`src/rtl/aud_pkg.sv`:
```
// Shared audio-path definitions used by the player, the recorder and the top FSM.
package aud_pkg;

    localparam int AUD_DATA_W = 16;
    localparam int AUD_ADDR_W = 20;

    typedef enum logic [2:0] {
        ST_IDLE    = 3'd0,
        ST_WAIT_L  = 3'd1,
        ST_SHIFT_L = 3'd2,
        ST_WAIT_R  = 3'd3,
        ST_SHIFT_R = 3'd4,
        ST_PAUSED  = 3'd5
    } player_state_t;

    function automatic logic is_playing(input player_state_t s);
        return (s == ST_WAIT_L) || (s == ST_SHIFT_L) || (s == ST_WAIT_R) || (s == ST_SHIFT_R);
    endfunction

endpackage

```
`src/rtl/aud_ser.sv`:
```
// Parallel-load MSB-first shift register clocked on the falling BCLK edge.
// nxt_bit is the bit that becomes the MSB on the next shift; done marks W bits driven.
module aud_ser #(
    parameter int W = 16
) (
    input  logic         clk,
    input  logic         rst_n,
    input  logic         load,
    input  logic         shift,
    input  logic [W-1:0] din,
    output logic         nxt_bit,
    output logic         done
);

    localparam int CW = $clog2(W);

    logic [W-1:0]  q;
    logic [CW-1:0] cnt;

    always_ff @(negedge clk or negedge rst_n) begin
        if (!rst_n) begin
            q   <= '0;
            cnt <= '0;
        end else if (load) begin
            q   <= din;
            cnt <= '0;
        end else if (shift) begin
            q   <= {q[W-2:0], q[W-1]};
            cnt <= cnt + 1'b1;
        end
    end

    assign nxt_bit = q[W-2];
    assign done    = (cnt == CW'(W - 1));

endmodule

```
`src/rtl/aud_player.sv`:
```
// I2S playback: fetches one SRAM sample per frame and sends it MSB-first on both
// channels, aligned to the codec LRC. All state advances on the falling BCLK edge.
module aud_player
    import aud_pkg::*;
#(
    parameter int DATA_W = AUD_DATA_W,
    parameter int ADDR_W = AUD_ADDR_W
) (
    input  logic              i_clk,
    input  logic              i_rst_n,
    input  logic              i_lrc,
    input  logic              i_start,
    input  logic              i_pause,
    input  logic              i_stop,
    input  logic [ADDR_W-1:0] i_end_addr,
    input  logic [DATA_W-1:0] i_sram_data,
    output logic [ADDR_W-1:0] o_address,
    output logic              o_aud_dacdat,
    output logic              o_done,
    output logic              o_playing,
    output player_state_t     o_state
);

    player_state_t     state, state_d;
    logic              lrc_q;
    logic [ADDR_W-1:0] address, addr_d;
    logic              dacdat, dac_d;
    logic              done, done_d;
    logic              pause_pending, pend_d;
    logic [DATA_W-1:0] hold, hold_d;

    logic              ser_load, ser_shift, ser_nxt, ser_done;
    logic [DATA_W-1:0] ser_din;
    logic              lfall, lrise;

    assign lfall = lrc_q & ~i_lrc;
    assign lrise = ~lrc_q & i_lrc;

    aud_ser #(.W(DATA_W)) u_ser (
        .clk    (i_clk),
        .rst_n  (i_rst_n),
        .load   (ser_load),
        .shift  (ser_shift),
        .din    (ser_din),
        .nxt_bit(ser_nxt),
        .done   (ser_done)
    );

    // Pulse controls are single-cycle and evaluated every edge with stop > pause > start.
    always_comb begin
        state_d   = state;
        addr_d    = address;
        dac_d     = dacdat;
        done_d    = 1'b0;
        pend_d    = pause_pending;
        hold_d    = hold;
        ser_load  = 1'b0;
        ser_shift = 1'b0;
        ser_din   = hold;
        if (i_stop) begin
            state_d = ST_IDLE;
            addr_d  = '0;
            dac_d   = 1'b0;
            pend_d  = 1'b0;
        end else begin
            if (is_playing(state) && i_pause) begin
                pend_d = 1'b1;
            end
            case (state)
                ST_IDLE, ST_PAUSED: begin
                    if (i_start && !i_pause) begin
                        state_d = ST_WAIT_L;
                        pend_d  = 1'b0;
                    end
                end
                ST_WAIT_L: begin
                    if (lfall) begin
                        ser_load = 1'b1;
                        ser_din  = i_sram_data;
                        hold_d   = i_sram_data;
                        dac_d    = i_sram_data[DATA_W-1];
                        state_d  = ST_SHIFT_L;
                    end
                end
                ST_SHIFT_L: begin
                    if (ser_done) begin
                        dac_d   = 1'b0;
                        state_d = ST_WAIT_R;
                    end else begin
                        ser_shift = 1'b1;
                        dac_d     = ser_nxt;
                    end
                end
                ST_WAIT_R: begin
                    // The right channel replays the held copy; SRAM is free to move on.
                    if (lrise) begin
                        ser_load = 1'b1;
                        dac_d    = hold[DATA_W-1];
                        state_d  = ST_SHIFT_R;
                    end
                end
                ST_SHIFT_R: begin
                    if (ser_done) begin
                        dac_d = 1'b0;
                        if (address == i_end_addr) begin
                            done_d  = 1'b1;
                            addr_d  = '0;
                            pend_d  = 1'b0;
                            state_d = ST_IDLE;
                        end else begin
                            addr_d  = address + ADDR_W'(1);
                            state_d = (pause_pending || i_pause) ? ST_PAUSED : ST_WAIT_L;
                        end
                    end else begin
                        ser_shift = 1'b1;
                        dac_d     = ser_nxt;
                    end
                end
                default: begin
                    state_d = ST_IDLE;
                    addr_d  = '0;
                    dac_d   = 1'b0;
                end
            endcase
        end
    end

    always_ff @(negedge i_clk or negedge i_rst_n) begin
        if (!i_rst_n) begin
            state         <= ST_IDLE;
            lrc_q         <= 1'b0;
            address       <= '0;
            dacdat        <= 1'b0;
            done          <= 1'b0;
            pause_pending <= 1'b0;
            hold          <= '0;
        end else begin
            state         <= state_d;
            lrc_q         <= i_lrc;
            address       <= addr_d;
            dacdat        <= dac_d;
            done          <= done_d;
            pause_pending <= pend_d;
            hold          <= hold_d;
        end
    end

    assign o_address    = address;
    assign o_aud_dacdat = dacdat;
    assign o_done       = done;
    assign o_playing    = is_playing(state);
    assign o_state      = state;

endmodule

```
`config.mk`:
```
export PLATFORM = sky130hd
export DESIGN_NAME = aud_player
export DESIGN_NICKNAME = d
export VERILOG_FILES = /design/src/rtl/aud_pkg.sv /design/src/rtl/aud_ser.sv /design/src/rtl/aud_player.sv
export SDC_FILE = /design/constraint.sdc
export NUM_CORES = 1
export LEC_CHECK = 0
export CAP_MARGIN = 20
export CORE_AREA = 2 2 84 86
export DETAILED_ROUTE_END_ITERATION = 8
export DIE_AREA = 0 0 86 88
export PLACE_DENSITY = 0.79
export SLEW_MARGIN = 20
export SYNTH_ARGS = -nofsm -noshare
export SYNTH_HDL_FRONTEND = slang
export SYNTH_SLANG_ARGS = --single-unit
```
`constraint.sdc`:
```
create_clock -name i_clk -period 2.3 [get_ports i_clk]
set_input_delay 0.23 -clock i_clk [delete_from_list [all_inputs] [get_ports i_clk]]
set_output_delay 0.23 -clock i_clk [all_outputs]
set_load 0.02 [all_outputs]
```
==> flow_metrics.env <==
# source this file to load flow results
export IMPL_synth_async_sr_flop_share_pct=100.0
export IMPL_seq_power_share_pct=39.1
export IMPL_grt_antenna_before_repair=0
export IMPL_switching_part_of_the_total_pct=34.64
export IMPL_layout_setup_ws_ns=-0.3060
export IMPL_peakVddDrop_mv=0.5877
export IMPL_netlist_area_leader_share_pct=46.65
export IMPL_synthToLayoutAreaGrowth_pct=51.35
export IMPL_outcome="complete, but fails checks"
export IMPL_violations_in_the_final_reports="setup timing"
export IMPL_clk_sink_count=63
export IMPL_grt_remaining_overflow=0
export IMPL_min_from="hold[8]"
export IMPL_yosys_top_cells_area="sky130_fd_sc_hd__dfrtn_1, sky130_fd_sc_hd__xor2_1, sky130_fd_sc_hd__mux2_2"
export IMPL_first_iter_violations=146
export IMPL_syn_inst=331
export IMPL_largest_net_degree_at_the_start_of_global_routing=64
export IMPL_yosysMostFrequentCell="sky130_fd_sc_hd__dfrtn_1"
export IMPL_yosys_stat_seqShare_pct=46.65
export IMPL_worstHoldPathType="reg2reg"
export IMPL_timing_critical_path_arrival_ns=1.63
export IMPL_number_of_setup_violations_in_the_final_report=67
export IMPL_postSynthNetCount=375
export IMPL_worstPathBufferInverterCount=3
export IMPL_std_cell_rows=30
export IMPL_clock_net_power_mw=0.973
export IMPL_cts_htree_levels=3
export IMPL_clk_root_buffer_cell="sky130_fd_sc_hd__clkbuf_8"
export IMPL_netlist_top_cell_by_area="sky130_fd_sc_hd__dfrtn_1"
export IMPL_diodes_inserted=0
export IMPL_maxCapViolCount=0
export IMPL_worstSkewPairLatency_ns=0.33
export IMPL_startpoint_type="input port"
export IMPL_combinationalPower_mw=1.57
export IMPL_power_density_mw_per_mm2=815.4
export IMPL_routed_antenna_nets=0
export IMPL_synth_edff_count=0
export IMPL_place_gp_congestion=0.9238
export IMPL_avgSynthCellArea_um2=10.21
[kinds of logic (layout without fill, tap and decap cells)]
family	Yosys count	count (layout)	synth area share, %
AND-OR/OR-AND	64	64	11.51
buffers and inverters	27	160	3.999
multiplexers	33	33	10.51
flip-flops	63	63	46.65
adder cells (fa/ha/maj)	3	3	1.037
XOR/XNOR	41	41	10.63
AND/OR/NAND/NOR	100	100	15.66
[final cells by class]
type | instances | area (um^2) | area share (%)
Tap cell | 80 | 100.1 | 1.957
Clock inverter | 7 | 72.57 | 1.419
Multi-Input combinational cell | 241 | 1987 | 38.85
Clock buffer | 9 | 123.9 | 2.422
Inverter | 7 | 26.28 | 0.5137
Sequential cell | 63 | 1577 | 30.82
Timing Repair Buffer | 137 | 1229 | 24.02
[metal layers]
metal  vias to the layer above  global-route usage [%]  wire length (um)
met4                         0                   9.668               219
met5                         -                       0                 0
met2                       115                   39.75              4630
met1                      1528                   34.10              4011
li1                       1442                       -                 -
met3                        22                   5.090               511
[worst max-delay path by stage]
| stage | end | cells past startpoint |
|---|---|---|
| 2_1_floorplan | u_ser.q[15] | 5 |
| 3_3_place_gp | pause_pending | 7 |
| 3_5_place_dp | pause_pending | 7 |
| 4_1_cts | u_ser.q[15] | 5 |
| 5_1_grt | pause_pending | 8 |
| 6_report | pause_pending | 8 |
[state kept, by name (all words and copies together), names as in the netlist]
signal and flops:
hold 16, lrc_q 1, o_address 20, o_aud_dacdat 1
o_done 1, o_state 3, pause_pending 1, u_ser.cnt 4
u_ser.q 16
[per-stage QoR]
stage	utilization (%)	total power, mW	cell area, um^2
6_report	76.99	4.171	5115
3_3_place_gp	69.51	2.954	4618
4_1_cts	75.07	4.138	4987
5_1_grt	76.99	4.395	5115
2_1_floorplan	-	2.514	3507
3_5_place_dp	69.51	3.023	4618
### Metal 2

Cells faint in the background.
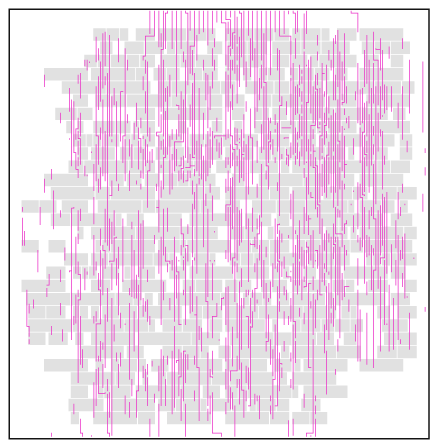
- nets with wire on the layer: 454
- longest straight run: 35.4 um
- wire length on this layer: 4630 um
- main direction: vertical
- share of all routed wire: 49%

### Wires at chosen ports, followed through buffers

The bar under the picture is 20 um long.
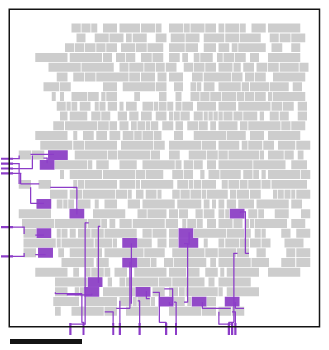
- i_sram_data: purple (bits 16; direction input; edge 10 south, 6 west; end cells 17; buffers 16; wire 317 um)

### Sequential cells coloured by netlist name

Other sequential cells in the stronger grey, the rest of the logic in the fainter grey.
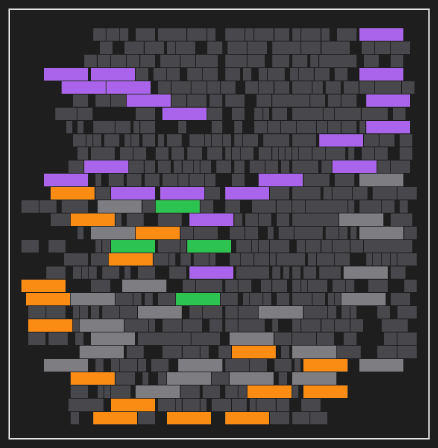
- u_ser.cnt: green (placed flops 4; where centre)
- o_address: purple (placed flops 20)
- hold: orange (placed flops 16)

### The metal 1 layer

Supply wires on this layer in grey. Cells faint in the background.
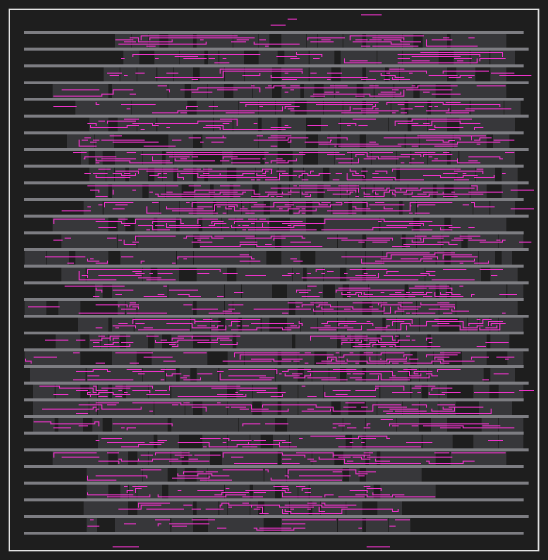
- share of all routed wire: 43%
- longest straight run: 26.7 um
- nets with wire on the layer: 468
- wire length on this layer: 4010 um

### Routing congestion

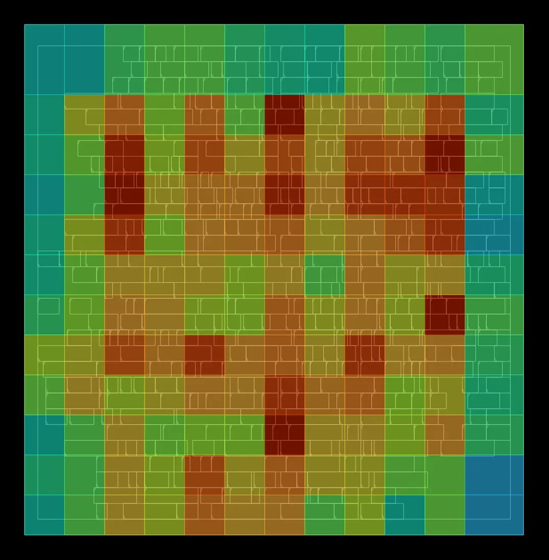
most heavily used metal layer in global routing: met2
met3 demand-to-capacity share in global routing: 5.090%
met1 Use GR: 34.10%
global-route usage over all layers: 25.06%

Power figures rest on the tool's default switching activity, not on a simulated workload.
